Run 1, clock nets:
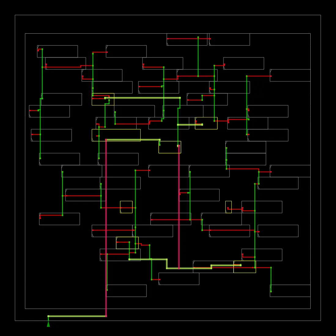
Run 1, sizing map:
Bar = 20 um.
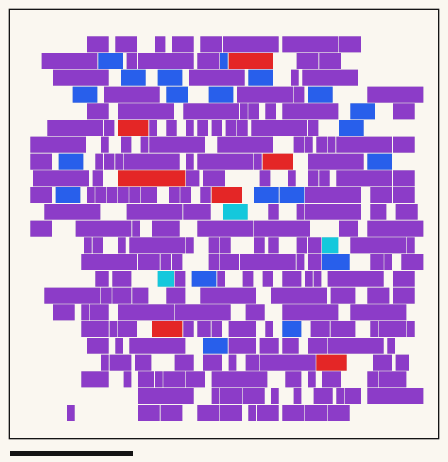
Run 1, a small window of the routed layout:
Region (37, 2) to (67, 32) um. Cells in grey, sequential cells in the stronger grey; small squares are vias.
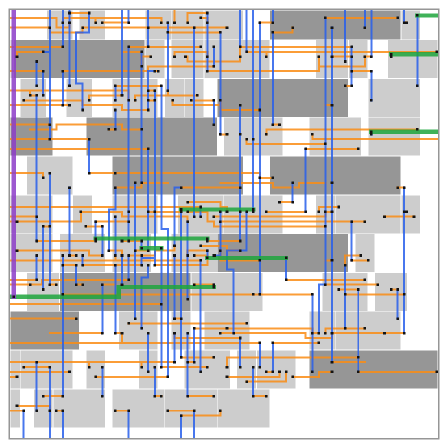
$ cat config.mk
export PLATFORM = sky130hd
export DESIGN_NAME = bcd_to_binary_seq
export DESIGN_NICKNAME = d
export VERILOG_FILES = /design/src/rtl/bcd_pkg.sv /design/src/rtl/bcd_digit_adjust.sv /design/src/rtl/bcd_to_binary_seq.sv
export SDC_FILE = /design/constraint.sdc
export NUM_CORES = 1
export LEC_CHECK = 0
export CAP_MARGIN = 20
export CORE_MARGIN = 2
export CORE_UTILIZATION = 55
export CTS_BUF_LIST = sky130_fd_sc_hd__clkbuf_8
export DETAILED_ROUTE_END_ITERATION = 10
export GPL_ROUTABILITY_DRIVEN = 1
export MAX_ROUTING_LAYER = met4
export PLACE_DENSITY = 0.81
export SYNTH_ARGS = -nofsm -noshare
export SYNTH_HDL_FRONTEND = slang
export SYNTH_SLANG_ARGS = --single-unit
export TNS_END_PERCENT = 20
$ cat constraint.sdc
create_clock -name clk -period 4.66 [get_ports clk]
set_input_delay 0.932 -clock clk [delete_from_list [all_inputs] [get_ports clk]]
set_output_delay 0.932 -clock clk [all_outputs]
set_load 0.01 [all_outputs]
$ cat src/rtl/bcd_pkg.sv
// Shared types and constants for the sequential BCD-to-binary converter.
// Holds the digit type, FSM state encoding and the width helper used for parameter checking.
package bcd_pkg;

    typedef logic [3:0] bcd_digit_t;

    typedef enum logic [1:0] {
        IDLE  = 2'd0,
        SHIFT = 2'd1,
        DONE  = 2'd2
    } state_t;

    localparam bcd_digit_t BCD_ADJ_THRESH = 4'd8;
    localparam bcd_digit_t BCD_ADJ        = 4'd3;

    // Smallest w with 2^w > 10^digits - 1, i.e. enough bits for the largest decimal value.
    function automatic int bcd_bin_width(input int digits);
        longint unsigned limit;
        int              w;
        limit = 64'd1;
        w     = 0;
        for (int i = 0; i < digits; i++) begin
            limit = limit * 64'd10;
        end
        for (int k = 0; k < 63; k++) begin
            if ((64'd1 << k) < limit) begin
                w = k + 1;
            end
        end
        return w;
    endfunction

endpackage

$ cat src/rtl/bcd_digit_adjust.sv
// Single-digit correction step of reverse double-dabble: digits of 8 or more lose 3.
module bcd_digit_adjust
    import bcd_pkg::*;
(
    input  logic [3:0] digit_in,
    output logic [3:0] digit_out
);

    assign digit_out = (digit_in >= BCD_ADJ_THRESH) ? (digit_in - BCD_ADJ) : digit_in;

endmodule

$ cat src/rtl/bcd_to_binary_seq.sv
// Sequential packed-BCD to binary converter (shift-right / subtract-3), valid/ready on both sides.
// Optional input digit validation is built when BCD2BIN_DIGIT_CHECK_EN is defined.
module bcd_to_binary_seq
    import bcd_pkg::*;
#(
    parameter int DIGITS    = 4,
    parameter int BIN_WIDTH = 14
) (
    input  logic                  clk,
    input  logic                  rst,
    input  logic                  in_valid,
    output logic                  in_ready,
    input  logic [4*DIGITS-1:0]   bcd_in,
    output logic                  out_valid,
    input  logic                  out_ready,
    output logic [BIN_WIDTH-1:0]  binary_out,
    output logic                  err
);

    localparam int CNT_W = $clog2(BIN_WIDTH + 1);
    localparam logic [CNT_W-1:0] LAST_ITER = CNT_W'(BIN_WIDTH);

    generate
        if (BIN_WIDTH < bcd_bin_width(DIGITS)) begin : g_width_check
            $error("bcd_to_binary_seq: BIN_WIDTH too small for DIGITS");
        end
    endgenerate

    state_t                 state_reg;
    state_t                 state_next;
    logic [4*DIGITS-1:0]    bcd_reg;
    logic [BIN_WIDTH-1:0]   bin_reg;
    logic [CNT_W-1:0]       cnt_reg;
    logic [BIN_WIDTH-1:0]   binary_out_reg;
    logic [4*DIGITS-1:0]    bcd_shifted;
    logic [4*DIGITS-1:0]    bcd_adjusted;
    logic                   accept;
    logic                   finish;

    assign accept      = (state_reg == IDLE) && in_valid;
    assign finish      = (state_reg == SHIFT) && (cnt_reg == LAST_ITER);
    assign bcd_shifted = {1'b0, bcd_reg[4*DIGITS-1:1]};

    generate
        for (genvar gi = 0; gi < DIGITS; gi++) begin : g_adj
            bcd_digit_adjust u_adj (
                .digit_in  (bcd_shifted[gi*4 +: 4]),
                .digit_out (bcd_adjusted[gi*4 +: 4])
            );
        end
    endgenerate

    always_ff @(posedge clk or posedge rst) begin
        if (rst) begin
            state_reg <= IDLE;
        end else begin
            state_reg <= state_next;
        end
    end

    always_comb begin
        state_next = state_reg;
        in_ready   = 1'b0;
        out_valid  = 1'b0;
        case (state_reg)
            IDLE: begin
                in_ready = 1'b1;
                if (in_valid) begin
                    state_next = SHIFT;
                end
            end
            SHIFT: begin
                if (cnt_reg == LAST_ITER) begin
                    state_next = DONE;
                end
            end
            DONE: begin
                out_valid = 1'b1;
                if (out_ready) begin
                    state_next = IDLE;
                end
            end
            default: state_next = IDLE;
        endcase
    end

`ifdef BCD2BIN_DIGIT_CHECK_EN
    logic [DIGITS-1:0] digit_bad;
    logic [DIGITS-1:0] bad_reg;
    logic              err_reg;

    generate
        for (genvar gi = 0; gi < DIGITS; gi++) begin : g_chk
            assign digit_bad[gi] = (bcd_in[gi*4 +: 4] > 4'd9);
        end
    endgenerate

    always_ff @(posedge clk or posedge rst) begin
        if (rst) begin
            bad_reg <= '0;
            err_reg <= 1'b0;
        end else if (accept) begin
            bad_reg <= digit_bad;
        end else if (finish) begin
            err_reg <= |bad_reg;
        end
    end

    assign err = err_reg;
`else
    assign err = 1'b0;
`endif

    // The counter runs one past the last shift so the final copy happens on its own edge.
    always_ff @(posedge clk or posedge rst) begin
        if (rst) begin
            bcd_reg        <= '0;
            bin_reg        <= '0;
            cnt_reg        <= '0;
            binary_out_reg <= '0;
        end else if (accept) begin
            bcd_reg <= bcd_in;
            bin_reg <= '0;
            cnt_reg <= '0;
        end else if (finish) begin
`ifdef BCD2BIN_DIGIT_CHECK_EN
            binary_out_reg <= (|bad_reg) ? '0 : bin_reg;
`else
            binary_out_reg <= bin_reg;
`endif
        end else if (state_reg == SHIFT) begin
            bcd_reg <= bcd_adjusted;
            bin_reg <= {bcd_reg[0], bin_reg[BIN_WIDTH-1:1]};
            cnt_reg <= cnt_reg + 1'b1;
        end
    end

    assign binary_out = binary_out_reg;

endmodule

==> commit_impl_results.txt, run 1 <==
Update PnR metrics after Yosys + OpenROAD run

- Status: completed
- Maximum clock insertion buffer count: 2
* Drt initial violations: 188
- Library cell with the largest summed area after synthesis: dfrtp_1
- Number of different library cells in the post-synthesis netlist: 37
- Post-Place Setup Slack: 1.79 ns
- According to the dpl log, the detail-placed design has an HPWL of 2.99 mm.
- The synth_stat.txt file lists the number of cells as 219.
- Number of failing setup endpoints in the final timing report: 0
- Count of clock-net buffers in the final layout: 5
- Max Cap Violations: 0
- The post-CTS hold buffer count recorded in the log is 0.
* Worst-path maximum fanout: 25
- Power group with the highest consumption: combinational cells
* End of the critical path: bcd_reg[0]
* Largest net degree at the start of global routing: 51
* Number of antenna diodes: 0
* Yosys simple share: 0.135
- Internal cell power: 1.19 mW
- DRT Wirelength: roughly 4.8 mm
* Number of H-tree levels: 2
* P_comb: 809 uW
* Number of global-route vias before repair: between 1,500 and 2,000
-- 'clock nets' (at the start) --
Worst Clk Skew: 0.00923 ns
clock buffer count from CTS: 5
clock insertion delay at the later pin of the skew report: 0.31 ns
Clock Sinks: 50
layout sequential cell count: 50

-- 'sizing map' (at the start) --
Key: red = _6 and larger [cells 7]; blue = _2 cells [cells 20]; purple = _0 and _1 cells [cells 219]; cyan = _3 and _4 cells [cells 3]
post-route setup slack: 2.08 ns
finished layout cell area: 2830 um^2
Signal buffers: 37
Layout Area Growth over Synthesis: 19.8%

-- 'a small window of the routed layout' (at the start) --
Key: purple = metal 4; blue = metal 2; green = metal 3; orange = metal 1
Sequential cells in the window: 10. Netlist names of flops here include `bcd_reg` (9), `state_reg` (1). Most frequent: dfrtp_1 (10), clkdlybuf4s50_1 (9), inv_1 (7). 65 logic cells have their middle in the window.

-- run 1: Yosys cell counts (2+ instances only) --
cell / count
a21oi_1: 3
buf_2: 6
buf_4: 3
clkbuf_1: 5
dfrtp_1: 50
ha_1: 8
inv_1: 11
mux2_2: 15
mux2i_1: 3
nand2_1: 28
nand3_1: 21
nor2_1: 3
nor2b_1: 5
o211ai_1: 6
o21ai_0: 19
o221a_1: 2
o221ai_1: 5
o311ai_0: 2
xnor2_1: 6
-- run 1: layer usage --
layer,track usage,vias to the layer above,part of all wire
met3,0.0451,4,0.045
li1,-,820,-
met2,0.335,44,0.48
met1,0.292,841,0.46
met5,-,-,0
met4,0.0784,0,0.014
--- run 2 (diff from run 1) ---
--- a/config.mk
+++ b/config.mk
@@ -7,12 +7,12 @@
 export LEC_CHECK = 0
 export CAP_MARGIN = 20
 export CORE_MARGIN = 2
-export CORE_UTILIZATION = 55
+export CORE_UTILIZATION = 50
 export CTS_BUF_LIST = sky130_fd_sc_hd__clkbuf_8
 export DETAILED_ROUTE_END_ITERATION = 10
 export GPL_ROUTABILITY_DRIVEN = 1
 export MAX_ROUTING_LAYER = met4
-export PLACE_DENSITY = 0.81
+export PLACE_DENSITY = 0.78
 export SYNTH_ARGS = -nofsm -noshare
 export SYNTH_HDL_FRONTEND = slang
 export SYNTH_SLANG_ARGS = --single-unit
==> constraint.sdc (replaced) <==
create_clock -name clk -period 2.2 [get_ports clk]
set_input_delay 0.44 -clock clk [delete_from_list [all_inputs] [get_ports clk]]
set_output_delay 0.44 -clock clk [all_outputs]
set_load 0.01 [all_outputs]
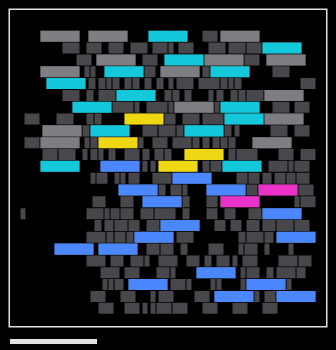
Run 2: sequential cells grouped by signal name
Bar = 20 um. Other sequential cells in the stronger grey, the rest of the logic in the fainter grey.
Key: magenta = `state_reg` [sequential cells 2]; yellow = `cnt_reg` [sequential cells 4, where centre]; blue = `bcd_reg` [sequential cells 16]; cyan = `bin_reg` [sequential cells 14]
Another 14 sequential cells are not coloured.
sequential power: 1.68 mW
utilization after layout: 0.643

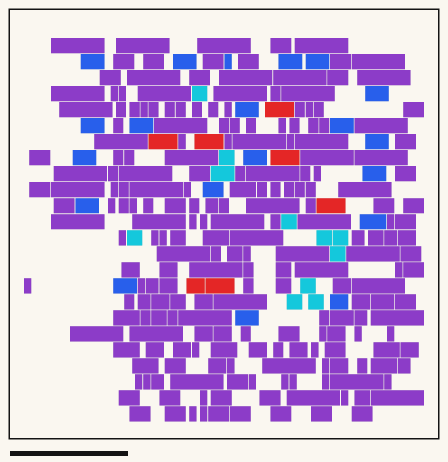
Run 2: sizing map
Bar = 20 um.
post-route setup slack: 0.268 ns
Layout Area Growth over Synthesis: 21.2%
Signal buffers: 44

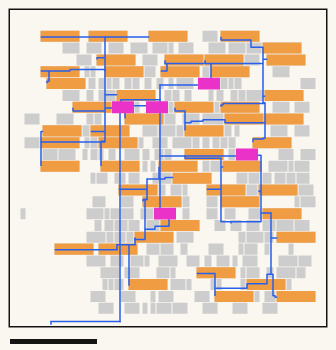
Run 2: routed clock nets over the placement
Bar = 20 um.
Key: blue = clock wires [length 554 um]; magenta = clock drivers [count 5]; orange = flip-flops [count 50]
There are 6 routed clock nets.
clock share of power: 0.142
Worst Clk Skew: 0.00784 ns

==> run 2 against run 1 <==
Total power grew 110%. Setup slack lost 1.8 ns. Combinational power up 120%. First-iteration DRC count is 27% lower. Routed wire length grew 3.9%. Flip-flop count stayed put. Critical path type is now flip-flop to output pin. Sequential power rose by 110%. Clock power increased by 91%. Global-route usage decreased by 0.26 points. Largest cell class unchanged.
==> commit_impl_results.txt, run 2 <==
Update PnR metrics after Yosys + OpenROAD run

* Status: completed
* Worst Hold Slack: 0.449 ns
* Hold buffers post-CTS: 0
* Number of global-route vias before repair: between 1,500 and 2,000
- Routing resource usage on met2 recorded by global route was 0.338.
- Wire segments on met3 add up to ~230 um in the final route.
- In this run the top signal layer used is met4.
- Per the post-synthesis report, the number of cells in the design is 219.
* Finished layout cell area: 2860 um^2
- The H-tree generated during clock tree synthesis spans 2 levels.
* Power density relative to cell area: 1420 nW/um^2
- Post-Place Setup Slack: 0.227 ns
- Clock buffer count from CTS: 5
* Number of different library cells in the post-synthesis netlist: 37
* Total power consumption of the routed design: 4.05 mW
* Busiest grt layer: met2
- The synthesized design contains 0 enable-type register cells.
* Flops & latches, synth: ~50
- Of the total synthesized cell area, the portion taken by AND, OR, NAND and NOR gates is 0.135.
- P_comb: 1.79 mW
- For this block, wires on met1 add up to 2.22 mm.
* Leading register cell type out of synthesis: dfrtp_1
- Boundary pin count: 37
- Library cell with the largest summed area after synthesis: dfrtp_1
* DRT Wirelength: 5.01 mm
- Maximum clock insertion buffer count: 2
- Leading cell types by total area after synthesis: dfrtp_1 53%, mux2_2 7.2%, nand2_1 4.5%
- Internal power comes to between 2 and 2.5 mW.
- For this design, Yosys synthesis ends with a cell count of about 220.
* Largest net degree at the start of global routing: 25
* GRT met3 Usage: 0.0442
- Number of antenna diodes: 0
- The run reported a max-capacitance violation count of 0.
- Post-detail-place hpwl: 3.45 mm
- Per the skew report, the later register of the worst-skew pair sees a clock latency of 0.30 ns.
* Met2 WL post-DR: 2.39 mm
- Clock Sinks: 50
- Max FFs per register: 16
- The report shows a maximum critical-path fanout of 6.
- Power group with the highest consumption: combinational cells
- Once iteration 0 of detailed routing completed, the report listed 137 DRC markers.
- GRT met1 Usage: 0.266
- Die Height: 72.7 um
## run 2: cell counts after synthesis
Identical to the previous run, type by type.
## run 2: path summary, 6_finish.rpt
kind,end,startpoint,slack [ns]
max,out_valid,state_reg[1],0.27
min,binary_out[8],rst,0.45
min in group clk,binary_out[11],binary_out[11],0.51
min reg2reg,binary_out[11],binary_out[11],0.51
max reg2reg,bcd_reg[5],cnt_reg[0],0.37
max in group asynchronous,bcd_reg[7],rst,1.17
## run 2: area by class of cell
class / count / area, um^2 / share of cell area
Timing Repair Buffer: 44 / 418 / 0.146
Clock buffer: 6 / 82.6 / 0.0289
Inverter: 11 / 41.3 / 0.0144
Sequential cell: 50 / 1250 / 0.438
Tap cell: 52 / 65.1 / 0.0228
Clock inverter: 2 / 16.3 / 0.00569
Multi-Input combinational cell: 143 / 983 / 0.344
No activity file was given, so power comes from the tool's default toggle rates.
